===== src/rtl/elevator_pkg.sv =====
// Shared types and helpers for the elevator car controller.
// Floor indices are 3 bits wide, so bitmaps are handled as 8-bit vectors internally.
package elevator_pkg;

    typedef enum logic [1:0] {IDLE, MOVING, DOOR_OPEN} car_state_t;

    localparam int unsigned FLOOR_W    = 3;
    localparam int unsigned MAX_FLOORS = 1 << FLOOR_W;

    typedef struct packed {
        logic above;
        logic below;
    } scan_flags_t;

    // Pending requests strictly above / strictly below the given floor.
    function automatic scan_flags_t scan_flags(input logic [MAX_FLOORS-1:0] bitmap,
                                               input logic [FLOOR_W-1:0]    floor);
        scan_flags_t f;
        f.above = |(bitmap & (8'hFE << floor));
        f.below = |(bitmap & ~(8'hFF << floor));
        return f;
    endfunction

endpackage


===== src/rtl/elevator_countdown.sv =====
// Loadable down-counter that saturates at zero; used for travel and door timing.
module elevator_countdown #(
    parameter int unsigned WIDTH = 4
) (
    input  logic             clk,
    input  logic             reset,
    input  logic             load,
    input  logic [WIDTH-1:0] load_value,
    output logic             zero
);

    logic [WIDTH-1:0] count;

    always_ff @(posedge clk) begin
        if (reset) begin
            count <= '0;
        end else if (load) begin
            count <= load_value;
        end else if (count != '0) begin
            count <= count - WIDTH'(1);
        end
    end

    assign zero = (count == '0);

endmodule


===== src/rtl/elevator_scheduler.sv =====
// Car-level SCAN scheduler: owns the queue write port, tracks car position
// and sequences the door. Floor-clear writes take priority over call writes.
module elevator_scheduler
    import elevator_pkg::*;
#(
    parameter int unsigned FLOOR_COUNT         = 7,
    parameter int unsigned FLOOR_TRAVEL_CYCLES = 16,
    parameter int unsigned DOOR_OPEN_CYCLES    = 8
) (
    input  logic                   clk,
    input  logic                   reset,
    input  logic                   call_valid,
    input  logic [FLOOR_W-1:0]     call_floor,
    output logic                   call_ready,
    input  logic [FLOOR_COUNT-1:0] queue_status,
    output logic                   q_r_nwr,
    output logic                   q_deassert_floor,
    output logic [FLOOR_W-1:0]     q_requested_floor,
    output logic [FLOOR_W-1:0]     current_floor,
    output logic                   dir_up,
    output logic                   moving,
    output logic                   door_open
);

    localparam int unsigned TRAVEL_W = $clog2(FLOOR_TRAVEL_CYCLES);
    localparam int unsigned DOOR_W   = $clog2(DOOR_OPEN_CYCLES);
    localparam logic [FLOOR_W-1:0] TOP_FLOOR = FLOOR_W'(FLOOR_COUNT - 1);

    car_state_t            state, state_n;
    logic [FLOOR_W-1:0]    floor_n, arr_floor, step_floor;
    logic                  dir_n;
    logic                  travel_load, travel_zero, door_load, door_zero;
    logic                  clear_req, call_in_range, here;
    logic [MAX_FLOORS-1:0] qs_ext;
    scan_flags_t           flags;

    elevator_countdown #(.WIDTH(TRAVEL_W)) u_travel (
        .clk        (clk),
        .reset      (reset),
        .load       (travel_load),
        .load_value (TRAVEL_W'(FLOOR_TRAVEL_CYCLES - 1)),
        .zero       (travel_zero)
    );

    elevator_countdown #(.WIDTH(DOOR_W)) u_door (
        .clk        (clk),
        .reset      (reset),
        .load       (door_load),
        .load_value (DOOR_W'(DOOR_OPEN_CYCLES - 1)),
        .zero       (door_zero)
    );

    // Floor the decision is made on: the arrival floor on the last travel cycle.
    always_comb begin
        if (dir_up) begin
            step_floor = (current_floor == TOP_FLOOR) ? current_floor : current_floor + FLOOR_W'(1);
        end else begin
            step_floor = (current_floor == '0) ? current_floor : current_floor - FLOOR_W'(1);
        end
        arr_floor = (state == MOVING && travel_zero) ? step_floor : current_floor;
        qs_ext = '0;
        qs_ext[FLOOR_COUNT-1:0] = queue_status;
        here  = qs_ext[arr_floor];
        flags = scan_flags(qs_ext, arr_floor);
    end

    always_comb begin
        state_n     = state;
        floor_n     = arr_floor;
        dir_n       = dir_up;
        clear_req   = 1'b0;
        travel_load = 1'b0;
        door_load   = 1'b0;
        unique case (state)
            IDLE: begin
                if (here) begin
                    clear_req = 1'b1;
                    door_load = 1'b1;
                    state_n   = DOOR_OPEN;
                end else if (flags.above || flags.below) begin
                    if (dir_up ? !flags.above : !flags.below) begin
                        dir_n = !dir_up;
                    end
                    travel_load = 1'b1;
                    state_n     = MOVING;
                end
            end
            MOVING: begin
                if (travel_zero) begin
                    if (here) begin
                        clear_req = 1'b1;
                        door_load = 1'b1;
                        state_n   = DOOR_OPEN;
                    end else if (dir_up ? flags.above : flags.below) begin
                        travel_load = 1'b1;
                    end else begin
                        state_n = IDLE;
                    end
                end
            end
            DOOR_OPEN: begin
                if (here) begin
                    clear_req = 1'b1;
                    door_load = 1'b1;
                end else if (door_zero) begin
                    state_n = IDLE;
                end
            end
            default: state_n = IDLE;
        endcase
    end

    assign call_ready    = !clear_req;
    assign call_in_range = ({1'b0, call_floor} < (FLOOR_W + 1)'(FLOOR_COUNT));

    always_comb begin
        q_r_nwr           = 1'b1;
        q_deassert_floor  = 1'b0;
        q_requested_floor = '0;
        if (clear_req) begin
            q_r_nwr           = 1'b0;
            q_deassert_floor  = 1'b1;
            q_requested_floor = arr_floor;
        end else if (call_valid && call_in_range) begin
            q_r_nwr           = 1'b0;
            q_requested_floor = call_floor;
        end
    end

    always_ff @(posedge clk) begin
        if (reset) begin
            state         <= IDLE;
            current_floor <= '0;
            dir_up        <= 1'b1;
        end else begin
            state         <= state_n;
            current_floor <= floor_n;
            dir_up        <= dir_n;
        end
    end

    assign moving    = (state == MOVING);
    assign door_open = (state == DOOR_OPEN);

endmodule


===== config.mk =====
export PLATFORM = sky130hd
export DESIGN_NAME = elevator_scheduler
export DESIGN_NICKNAME = d
export VERILOG_FILES = /design/src/rtl/elevator_pkg.sv /design/src/rtl/elevator_countdown.sv /design/src/rtl/elevator_scheduler.sv
export SDC_FILE = /design/constraint.sdc
export NUM_CORES = 1
export LEC_CHECK = 0
export ABC_AREA = 1
export CAP_MARGIN = 30
export CELL_PAD_IN_SITES_DETAIL_PLACEMENT = 1
export CELL_PAD_IN_SITES_GLOBAL_PLACEMENT = 1
export CORE_UTILIZATION = 40
export CTS_BUF_LIST = sky130_fd_sc_hd__clkbuf_16
export CTS_CLUSTER_DIAMETER = 50
export DETAILED_ROUTE_END_ITERATION = 10
export PLACE_DENSITY_LB_ADDON = 0.1
export SYNTH_ARGS = -nofsm -noshare
export SYNTH_HDL_FRONTEND = slang
export SYNTH_SLANG_ARGS = --single-unit

===== constraint.sdc =====
create_clock -name clk -period 6.95 [get_ports clk]
set_input_delay 1.0425 -clock clk [delete_from_list [all_inputs] [get_ports clk]]
set_output_delay 1.0425 -clock clk [all_outputs]
set_load 0.01 [all_outputs]

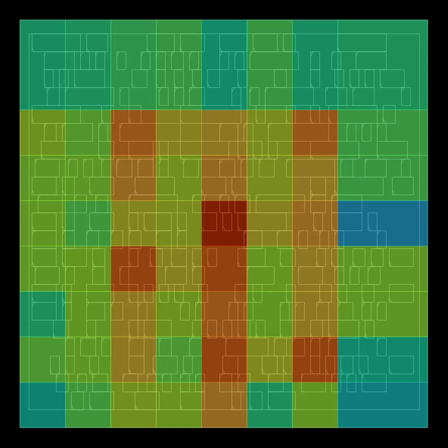
Fig. 1. Congestion heat map.
final core utilization: 53.4%
WL/cell: 13.3 µm

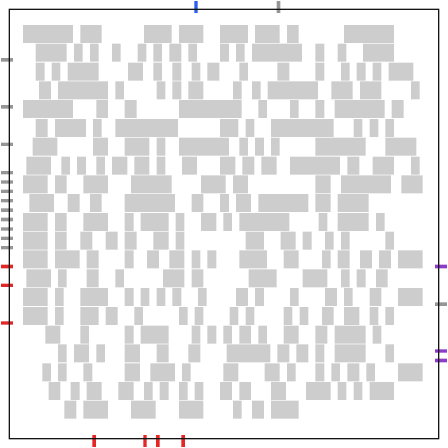
Fig. 2. I/O pins on the die edge.
Pins as bars across the die edge, other pins in gray.
legend:
  `queue_status`:
    color: red
    pins: 7
    direction: input
    edge: 4 south, 3 west
  `door_open`:
    color: blue
    pins: 1
    direction: output
    edge: north
  `current_floor`:
    color: purple
    pins: 3
    direction: output
    edge: east
all pins by edge: 15 west, 4 east, 4 south, 2 north
die width: 62.0 µm
Die Y-Extent: 62.0 µm

==> flow_metrics.py <==
# Metrics from the implementation run
metrics = {
    "clock_tree": {
        "clockRootBuffer": "clkbuf_16",
        "clockBufferDepth": 2,
        "cts_buffers": 3,
        "hold_buffers": 0,
        "clk_pin_slew_ns": 0.05,
        "cts_tree": "done",
        "cts_repair_resize_count": 0,
        "cts_setup_buffers": 0,
    },
    "layout": {
        "layout.nets": 276,
        "n_antenna_cell": 0,
        "final_area_um2": 1810,
    },
    "yosys": {
        "ys_types": 29,
        "yosysTopAreaCell": "dfxtp_1",
        "syn_inst": 227,
        "ys_seq_share_pct": 18.1,
    },
    "outcome": {
        "status": "finished, final reports clean",
    },
    "timing": {
        "fin_tns_setup_ns": 0,
        "holdWs_ns": 0.472,
        "grt_setup_unrepaired": "false",
        "finalHoldViolCount": 0,
        "clock_skew_ns": 0.00239,
    },
    "global_route": {
        "grt_use_met3_pct": 5.18,
        "grt_max_degree": 10,
        "antenna_found_initial": 0,
    },
    "floorplanning": {
        "initial_core_util_pct": 42.4,
    },
    "setup_path": {
        "crit_fanout": 9,
        "cp.required_ns": 5.91,
    },
    "placement": {
        "dp.cells": 296,
        "gp_congestion": 0.819,
    },
    "run": {
        "tool_warnings": 31,
    },
    "detailed_routing": {
        "drt_iter0_markers": 62,
    },
}
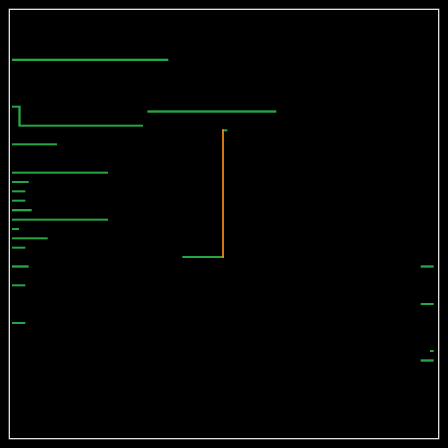
Fig. 3. Metal layers overlaid.
Only two layers are drawn.
legend:
  M3:
    color: green
    wire_length: 127 µm
  M4:
    color: orange
    wire_length: 18.4 µm
WL final: 3.99 mm
Total GRT Usage: 22.3%
via count: 1487

-- final timing paths --
kind / slack [ns] / cells past startpoint / to
setup / recovery: 2.59 / 18 / q_requested_floor[2]
hold / removal: 0.47 / 2 / u_door.count[0]$_SDFFE_PP0P_
setup reg to reg: 4.20 / 18 / state[1]$_SDFFE_PP0P_
hold reg to reg: 0.47 / 2 / u_door.count[0]$_SDFFE_PP0P_
-- layout by cell type (no fill, tap or decap), drive strengths merged, types with 2 or more instances in the layout --
master	instances
nand3	36
xor2	3
clkbuf	3
inv	35
o21ai	11
dfxtp	13
ha	8
nand3b	2
a21oi	5
nor2	26
nand2	83
clkdlybuf4s50	24
-- flip-flops by register name, summed over array words and instances (netlist names) --
register,flops
state,2
u_door.count,3
dir_up,1
current_floor,3
u_travel.count,4
-- power breakdown --
part / internal [mW] / switching, mW
combinational: 0.188 / 0.306
sequential: 0.103 / 0.0261
clock: 0.0759 / 0.0316
-- metal layers --
| metal | share of wire [%] | routed length [µm] | up-vias |
|---|---|---|---|
| li1 | - | - | 774 |
| met1 | 47 | 1870 | 687 |
| met2 | 50 | 1980 | 24 |
| met3 | 3.2 | 126 | 2 |
| met4 | 0.45 | 18 | 0 |
| met5 | 0 | 0 | - |
-- cell type report --
| cell class | instances | area, µm² |
|---|---|---|
| fill | 454 | 1580 |
| multi-input combinational | 179 | 1040 |
| clock inverter | 1 | 3.75 |
| tap | 46 | 57.6 |
| sequential | 13 | 260 |
| inverter | 34 | 135 |
| timing repair buffer | 24 | 240 |
| clock buffer | 3 | 75.1 |
-- worst max-delay path: stages (launching register included) --
cell,delay [ns]
dfxtp_1,0.52
inv_1,0.24
ha_1,0.28
nand2_1,0.14
nand2_1,0.08
nand2_2,0.13
nand2_4,0.06
nand2_4,0.09
nand2_4,0.09
nand2_1,0.07
nand3_1,0.07
nand2_1,0.09
nand2_2,0.06
nand2_4,0.12
inv_4,0.05
a21oi_4,0.20
inv_4,0.09
o21ai_1,0.14
clkdlybuf4s50_1,0.56
-- kinds of logic after synthesis --
kind of cell,share of synthesized area (%)
and+or+nand+nor,54.6
xor gates and xnor gates,2.44
adders and majority gates,6.96
DFF,18.1
buffers and inverters,9.66
AOI/OAI and AO/OA,8.27
Power figures rest on the tool's default switching activity, not on a simulated workload.
